[src/rtl/hrm_pkg.sv]
// Shared HRM definitions: dump-mux select codes, default frame marker,
// dump-sequencer state encoding and the frame checksum helper.
package hrm_pkg;

    localparam logic [2:0] DMP_INBOX  = 3'd0;
    localparam logic [2:0] DMP_OUTBOX = 3'd1;
    localparam logic [2:0] DMP_PC     = 3'd2;
    localparam logic [2:0] DMP_RAM    = 3'd3;
    localparam logic [2:0] DMP_REG    = 3'd4;
    localparam logic [2:0] DMP_INSTR  = 3'd5;

    localparam logic [7:0] HDR_BYTE_DFLT = 8'hA5;

    typedef enum logic [3:0] {
        ST_IDLE     = 4'd0,
        ST_HDR      = 4'd1,
        ST_PC       = 4'd2,
        ST_IR       = 4'd3,
        ST_R        = 4'd4,
        ST_CNT_IN   = 4'd5,
        ST_EMIT_CNT = 4'd6,
        ST_SEND_IN  = 4'd7,
        ST_CNT_OUT  = 4'd8,
        ST_SEND_OUT = 4'd9,
        ST_CKSUM    = 4'd10
    } dump_state_e;

    function automatic logic [7:0] cksum_step(input logic [7:0] acc, input logic [7:0] b);
        return acc ^ b;
    endfunction

endpackage

[src/rtl/hrm_dump_seq_if.sv]
// Dump-mux and host byte-stream signals between the dump sequencer (master)
// and the core / UART side (slave).
interface hrm_dump_seq_if #(
    parameter int LGFLEN = 5
);
    logic [2:0]        dmp_sel;
    logic [LGFLEN-1:0] dmp_pos;
    logic [7:0]        dmp_data;
    logic              dmp_valid;
    logic [7:0]        tx_data;
    logic              tx_valid;
    logic              tx_ready;

    modport master (
        output dmp_sel, dmp_pos, tx_data, tx_valid,
        input  dmp_data, dmp_valid, tx_ready
    );

    modport slave (
        input  dmp_sel, dmp_pos, tx_data, tx_valid,
        output dmp_data, dmp_valid, tx_ready
    );
endinterface

[src/rtl/hrm_tx_hold.sv]
// One-entry output register for the byte stream: a loaded byte stays valid
// and unchanged until the sink accepts it.
module hrm_tx_hold (
    input  logic       clk,
    input  logic       rst_n,
    input  logic       load,
    input  logic [7:0] load_data,
    input  logic       ready,
    output logic       valid,
    output logic [7:0] data
);
    logic       valid_r;
    logic [7:0] data_r;

    // Capture on load, drop valid on handshake, otherwise hold.
    always_ff @(posedge clk or negedge rst_n) begin
        if (!rst_n) begin
            valid_r <= 1'b0;
            data_r  <= 8'h00;
        end else if (load) begin
            valid_r <= 1'b1;
            data_r  <= load_data;
        end else if (valid_r && ready) begin
            valid_r <= 1'b0;
        end else begin
            valid_r <= valid_r;
        end
    end

    assign valid = valid_r;
    assign data  = data_r;
endmodule

[src/rtl/hrm_dump_seq.sv]
// HRM debug-dump sequencer: walks PC, IR, R, INBOX, OUTBOX via the core dump mux
// and emits a length-prefixed byte frame. Optional trailing XOR byte: HRM_DUMP_CKSUM_EN.
module hrm_dump_seq
    import hrm_pkg::*;
#(
    parameter int         LGFLEN   = 5,
    parameter logic [7:0] HDR_BYTE = HDR_BYTE_DFLT
) (
    input  logic           clk,
    input  logic           i_rst_n,
    input  logic           i_start,
    output logic           o_busy,
    output logic           o_hold,
    hrm_dump_seq_if.master bus
);
    localparam logic [LGFLEN-1:0] POS_ZERO = {LGFLEN{1'b0}};
    localparam logic [LGFLEN-1:0] POS_ONE  = {{(LGFLEN-1){1'b0}}, 1'b1};
    localparam logic [LGFLEN-1:0] POS_MAX  = {LGFLEN{1'b1}};
    localparam logic [LGFLEN:0]   CNT_ZERO = {(LGFLEN+1){1'b0}};
    localparam logic [LGFLEN:0]   CNT_ONE  = {{LGFLEN{1'b0}}, 1'b1};
    localparam int                PAD_W    = 8 - (LGFLEN + 1);
`ifdef HRM_DUMP_CKSUM_EN
    localparam dump_state_e FINAL_ST = ST_CKSUM;
`else
    localparam dump_state_e FINAL_ST = ST_IDLE;
`endif

    dump_state_e       state_r, state_s;
    logic [2:0]        sel_r, sel_s;
    logic [LGFLEN-1:0] pos_r, pos_s;
    logic [LGFLEN:0]   count_r, count_s;
    logic              last_r, last_s;
    logic              busy_r;
    logic              load_s;
    logic [7:0]        load_data_s;
    logic              tx_valid_s;
    logic [7:0]        tx_data_s;
    logic              fire_s;
`ifdef HRM_DUMP_CKSUM_EN
    logic [7:0]        acc_r;
`endif

    assign fire_s = tx_valid_s & bus.tx_ready;

    // Next-state and datapath decode; emit states load once, then wait for the handshake.
    always_comb begin
        state_s     = state_r;
        sel_s       = sel_r;
        pos_s       = pos_r;
        count_s     = count_r;
        last_s      = last_r;
        load_s      = 1'b0;
        load_data_s = 8'h00;
        case (state_r)
            ST_IDLE: begin
                if (i_start) state_s = ST_HDR;
                else         state_s = ST_IDLE;
            end
            ST_HDR, ST_PC, ST_IR, ST_R: begin
                if (!tx_valid_s) begin
                    load_s      = 1'b1;
                    load_data_s = (state_r == ST_HDR) ? HDR_BYTE : bus.dmp_data;
                end else if (fire_s) begin
                    case (state_r)
                        ST_HDR:  state_s = ST_PC;
                        ST_PC:   begin state_s = ST_IR; sel_s = DMP_INSTR; end
                        ST_IR:   begin state_s = ST_R;  sel_s = DMP_REG;   end
                        default: begin
                            state_s = ST_CNT_IN;
                            sel_s   = DMP_INBOX;
                            pos_s   = POS_ZERO;
                            count_s = CNT_ZERO;
                        end
                    endcase
                end else begin
                    state_s = state_r;
                end
            end
            // A full FIFO wraps pos back to 0 on its own.
            ST_CNT_IN, ST_CNT_OUT: begin
                if (bus.dmp_valid) begin
                    count_s = count_r + CNT_ONE;
                    pos_s   = pos_r + POS_ONE;
                    if (pos_r == POS_MAX) state_s = ST_EMIT_CNT;
                    else                  state_s = state_r;
                end else begin
                    state_s = ST_EMIT_CNT;
                    pos_s   = POS_ZERO;
                end
            end
            ST_EMIT_CNT: begin
                if (!tx_valid_s) begin
                    load_s      = 1'b1;
                    load_data_s = {{PAD_W{1'b0}}, count_r};
                end else if (fire_s) begin
                    if (count_r != CNT_ZERO) begin
                        if (sel_r == DMP_INBOX) state_s = ST_SEND_IN;
                        else                    state_s = ST_SEND_OUT;
                    end else if (sel_r == DMP_INBOX) begin
                        state_s = ST_CNT_OUT;
                        sel_s   = DMP_OUTBOX;
                        pos_s   = POS_ZERO;
                        count_s = CNT_ZERO;
                    end else begin
                        state_s = FINAL_ST;
                        sel_s   = DMP_PC;
                        pos_s   = POS_ZERO;
                    end
                end else begin
                    state_s = ST_EMIT_CNT;
                end
            end
            // pos only advances after a handshake so it never passes count-1.
            ST_SEND_IN, ST_SEND_OUT: begin
                if (!tx_valid_s) begin
                    load_s      = 1'b1;
                    load_data_s = bus.dmp_data;
                    last_s      = ({1'b0, pos_r} == (count_r - CNT_ONE));
                end else if (fire_s) begin
                    if (!last_r) begin
                        pos_s = pos_r + POS_ONE;
                    end else if (state_r == ST_SEND_IN) begin
                        state_s = ST_CNT_OUT;
                        sel_s   = DMP_OUTBOX;
                        pos_s   = POS_ZERO;
                        count_s = CNT_ZERO;
                    end else begin
                        state_s = FINAL_ST;
                        sel_s   = DMP_PC;
                        pos_s   = POS_ZERO;
                    end
                end else begin
                    state_s = state_r;
                end
            end
`ifdef HRM_DUMP_CKSUM_EN
            ST_CKSUM: begin
                if (!tx_valid_s) begin
                    load_s      = 1'b1;
                    load_data_s = acc_r;
                end else if (fire_s) begin
                    state_s = ST_IDLE;
                end else begin
                    state_s = ST_CKSUM;
                end
            end
`endif
            default: begin
                state_s = ST_IDLE;
                sel_s   = DMP_PC;
                pos_s   = POS_ZERO;
            end
        endcase
    end

    // State, mux selection, counters and busy flag.
    always_ff @(posedge clk or negedge i_rst_n) begin
        if (!i_rst_n) begin
            state_r <= ST_IDLE;
            sel_r   <= DMP_PC;
            pos_r   <= POS_ZERO;
            count_r <= CNT_ZERO;
            last_r  <= 1'b0;
            busy_r  <= 1'b0;
        end else begin
            state_r <= state_s;
            sel_r   <= sel_s;
            pos_r   <= pos_s;
            count_r <= count_s;
            last_r  <= last_s;
            busy_r  <= (state_s != ST_IDLE);
        end
    end

`ifdef HRM_DUMP_CKSUM_EN
    // XOR of every byte loaded since the accepted start.
    always_ff @(posedge clk or negedge i_rst_n) begin
        if (!i_rst_n) begin
            acc_r <= 8'h00;
        end else if ((state_r == ST_IDLE) && i_start) begin
            acc_r <= 8'h00;
        end else if (load_s) begin
            acc_r <= cksum_step(acc_r, load_data_s);
        end else begin
            acc_r <= acc_r;
        end
    end
`endif

    hrm_tx_hold u_tx_hold (
        .clk       (clk),
        .rst_n     (i_rst_n),
        .load      (load_s),
        .load_data (load_data_s),
        .ready     (bus.tx_ready),
        .valid     (tx_valid_s),
        .data      (tx_data_s)
    );

    assign bus.tx_valid = tx_valid_s;
    assign bus.tx_data  = tx_data_s;
    assign bus.dmp_sel  = sel_r;
    assign bus.dmp_pos  = pos_r;
    assign o_busy       = busy_r;
    assign o_hold       = busy_r;
endmodule

[src/flat_wrapper.sv]
// flat-port wrapper written by rule: the top's interface ports become plain ports
module hrm_dump_seq_flat import hrm_pkg::*;
#(
    parameter int         LGFLEN   = 5,
    parameter logic [7:0] HDR_BYTE = HDR_BYTE_DFLT
)
  (clk, i_rst_n, i_start, o_busy, o_hold, bus_dmp_sel, bus_dmp_pos, bus_tx_data, bus_tx_valid, bus_dmp_data, bus_dmp_valid, bus_tx_ready);
  hrm_dump_seq_if #(.LGFLEN(LGFLEN)) bus_i ();
  input  logic clk;
  input  logic i_rst_n;
  input  logic i_start;
  output logic o_busy;
  output logic o_hold;
  output wire logic [$bits(bus_i.dmp_sel)-1:0] bus_dmp_sel;
  output wire logic [$bits(bus_i.dmp_pos)-1:0] bus_dmp_pos;
  output wire logic [$bits(bus_i.tx_data)-1:0] bus_tx_data;
  output wire logic [$bits(bus_i.tx_valid)-1:0] bus_tx_valid;
  input wire logic [$bits(bus_i.dmp_data)-1:0] bus_dmp_data;
  input wire logic [$bits(bus_i.dmp_valid)-1:0] bus_dmp_valid;
  input wire logic [$bits(bus_i.tx_ready)-1:0] bus_tx_ready;
  assign bus_dmp_sel = bus_i.dmp_sel;
  assign bus_dmp_pos = bus_i.dmp_pos;
  assign bus_tx_data = bus_i.tx_data;
  assign bus_tx_valid = bus_i.tx_valid;
  assign bus_i.dmp_data = bus_dmp_data;
  assign bus_i.dmp_valid = bus_dmp_valid;
  assign bus_i.tx_ready = bus_tx_ready;
  hrm_dump_seq #(.LGFLEN(LGFLEN), .HDR_BYTE(HDR_BYTE)) u_core (.clk(clk), .i_rst_n(i_rst_n), .i_start(i_start), .o_busy(o_busy), .o_hold(o_hold), .bus(bus_i));
endmodule
[config.mk]
export PLATFORM = sky130hd
export DESIGN_NAME = hrm_dump_seq_flat
export DESIGN_NICKNAME = d
export VERILOG_FILES = /design/src/rtl/hrm_pkg.sv /design/src/rtl/hrm_dump_seq_if.sv /design/src/rtl/hrm_tx_hold.sv /design/src/rtl/hrm_dump_seq.sv /design/src/flat_wrapper.sv
export SDC_FILE = /design/constraint.sdc
export NUM_CORES = 1
export LEC_CHECK = 0
export CAP_MARGIN = 10
export CORE_ASPECT_RATIO = 1.75
export CORE_MARGIN = 4
export CORE_UTILIZATION = 54
export DETAILED_ROUTE_END_ITERATION = 10
export GPL_ROUTABILITY_DRIVEN = 0
export PLACE_DENSITY = 0.88
export SYNTH_ARGS = -nofsm -noshare
export SYNTH_HDL_FRONTEND = slang
export SYNTH_SLANG_ARGS = --single-unit
[constraint.sdc]
create_clock -name clk -period 2.9 [get_ports clk]
set_input_delay 0.725 -clock clk [delete_from_list [all_inputs] [get_ports clk]]
set_output_delay 0.725 -clock clk [all_outputs]
set_load 0.05 [all_outputs]
Clock nets:
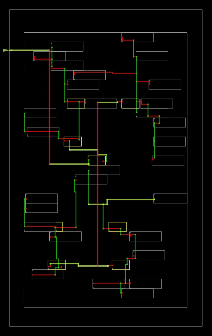
Layout Skew: 0.00767 ns
clk sink count: 29
TritonCTS Buffers: 5
clk_buf instances: 7
Clock group: 0.375 mW

Signal wires on met3:
Drawn at 6 px/µm. Cells faint in the background.
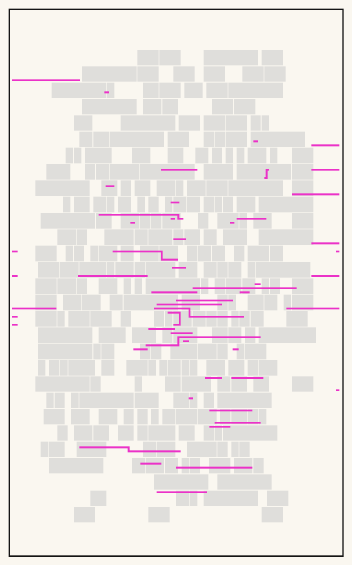
main direction	horizontal
nets with wire on the layer	38
Routed Wire Length: 5.34 mm
met3 track demand over resource: 4.72%
via count: 2088

Local utilization:
Drawn at 6 px/µm. 6 x 9 tiles, from white (low) to dark blue (high), 0 to 100% covered.
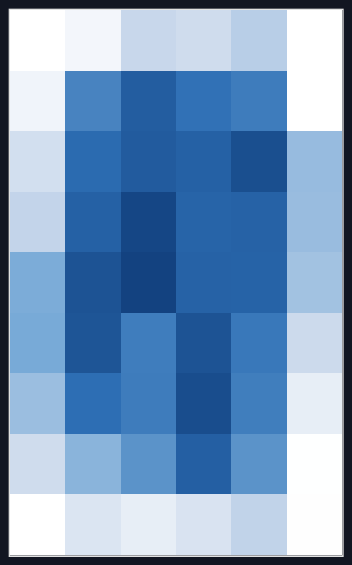
tiles over 75% full	33%
fullest tile	93%
mean over tiles	49%
nearly empty tiles	11%
densest ninth of the die	centre
FP Core Util: 57.3%
Final Util: 68.6%

==> summary.txt <==
yosys + openroad results -> final worst setup slack a little over 0.3 ns, Hold Vio Cnt, Final 0, WP data required between 3 and 4 ns, Synth top area share ~33%, core area roughly 0.0037 mm², worst-case vdd ir drop 0.628 mV, Die Height 90.9 µm, Tapcell Cnt 46, layout cells sized above 1 approximately 9.1%, initial drt markers ~90, synth warn 0, top cells by count dfrtp_1 (28), nor2_1 (18), inv_1 (16), o21ai_0 (16), Post-CTS Setup Inserts 0, commonest cells after routing, fill and taps aside clkdlybuf4s50_1 (31), dfrtp_1 (28), nor2_1 (18), final instance area 0.00254 mm², outcome completed, Comb area between 0.001 and 0.0015 mm², DR pass1 iterations 4, # hold bufs at CTS 0, CP Launch Type register, GRT Overall Usage between 20% and 30%, area delta synth->final 19.8%, Largest register FFs 8, slowest library cell on the worst path or4b_1, Clock-cell share under 10%, cell depth of the worst setup path 7, yosys simple share 21.2%, CTS max path bufs 2, Crit. End Element register, critical path class reg2reg, DRC 0, Tmin final about 2.6 ns, Max stage delay on crit path ~0.53 ns, met2 usage around 39%
-- path summary, 6_finish.rpt --
check	start	slack, ns	endpoint
setup / recovery	u_core.count_r[3]	0.31	u_core.o_busy
hold / removal	u_core.bus.dmp_sel[1]	0.48	u_core.bus.dmp_sel[1]
hold reg to reg	u_core.bus.dmp_sel[1]	0.48	u_core.bus.dmp_sel[1]
max in group asynchronous	i_rst_n	1.77	u_core.bus.dmp_sel[1]
min in group asynchronous	i_rst_n	0.82	u_core.count_r[5]
setup reg to reg	u_core.count_r[3]	0.31	u_core.o_busy
-- power breakdown --
group	internal, mW	switching [mW]
clock	0.214	0.161
sequential	0.545	0.208
combinational	0.716	1.10
total	1.47	1.47
-- worst min-delay path, cell delays in order (launching register included) --
cell     delay, ns
dfstp_2       0.38
inv_1         0.05
a21oi_1       0.05
Power is estimated from default activity; no workload was simulated.
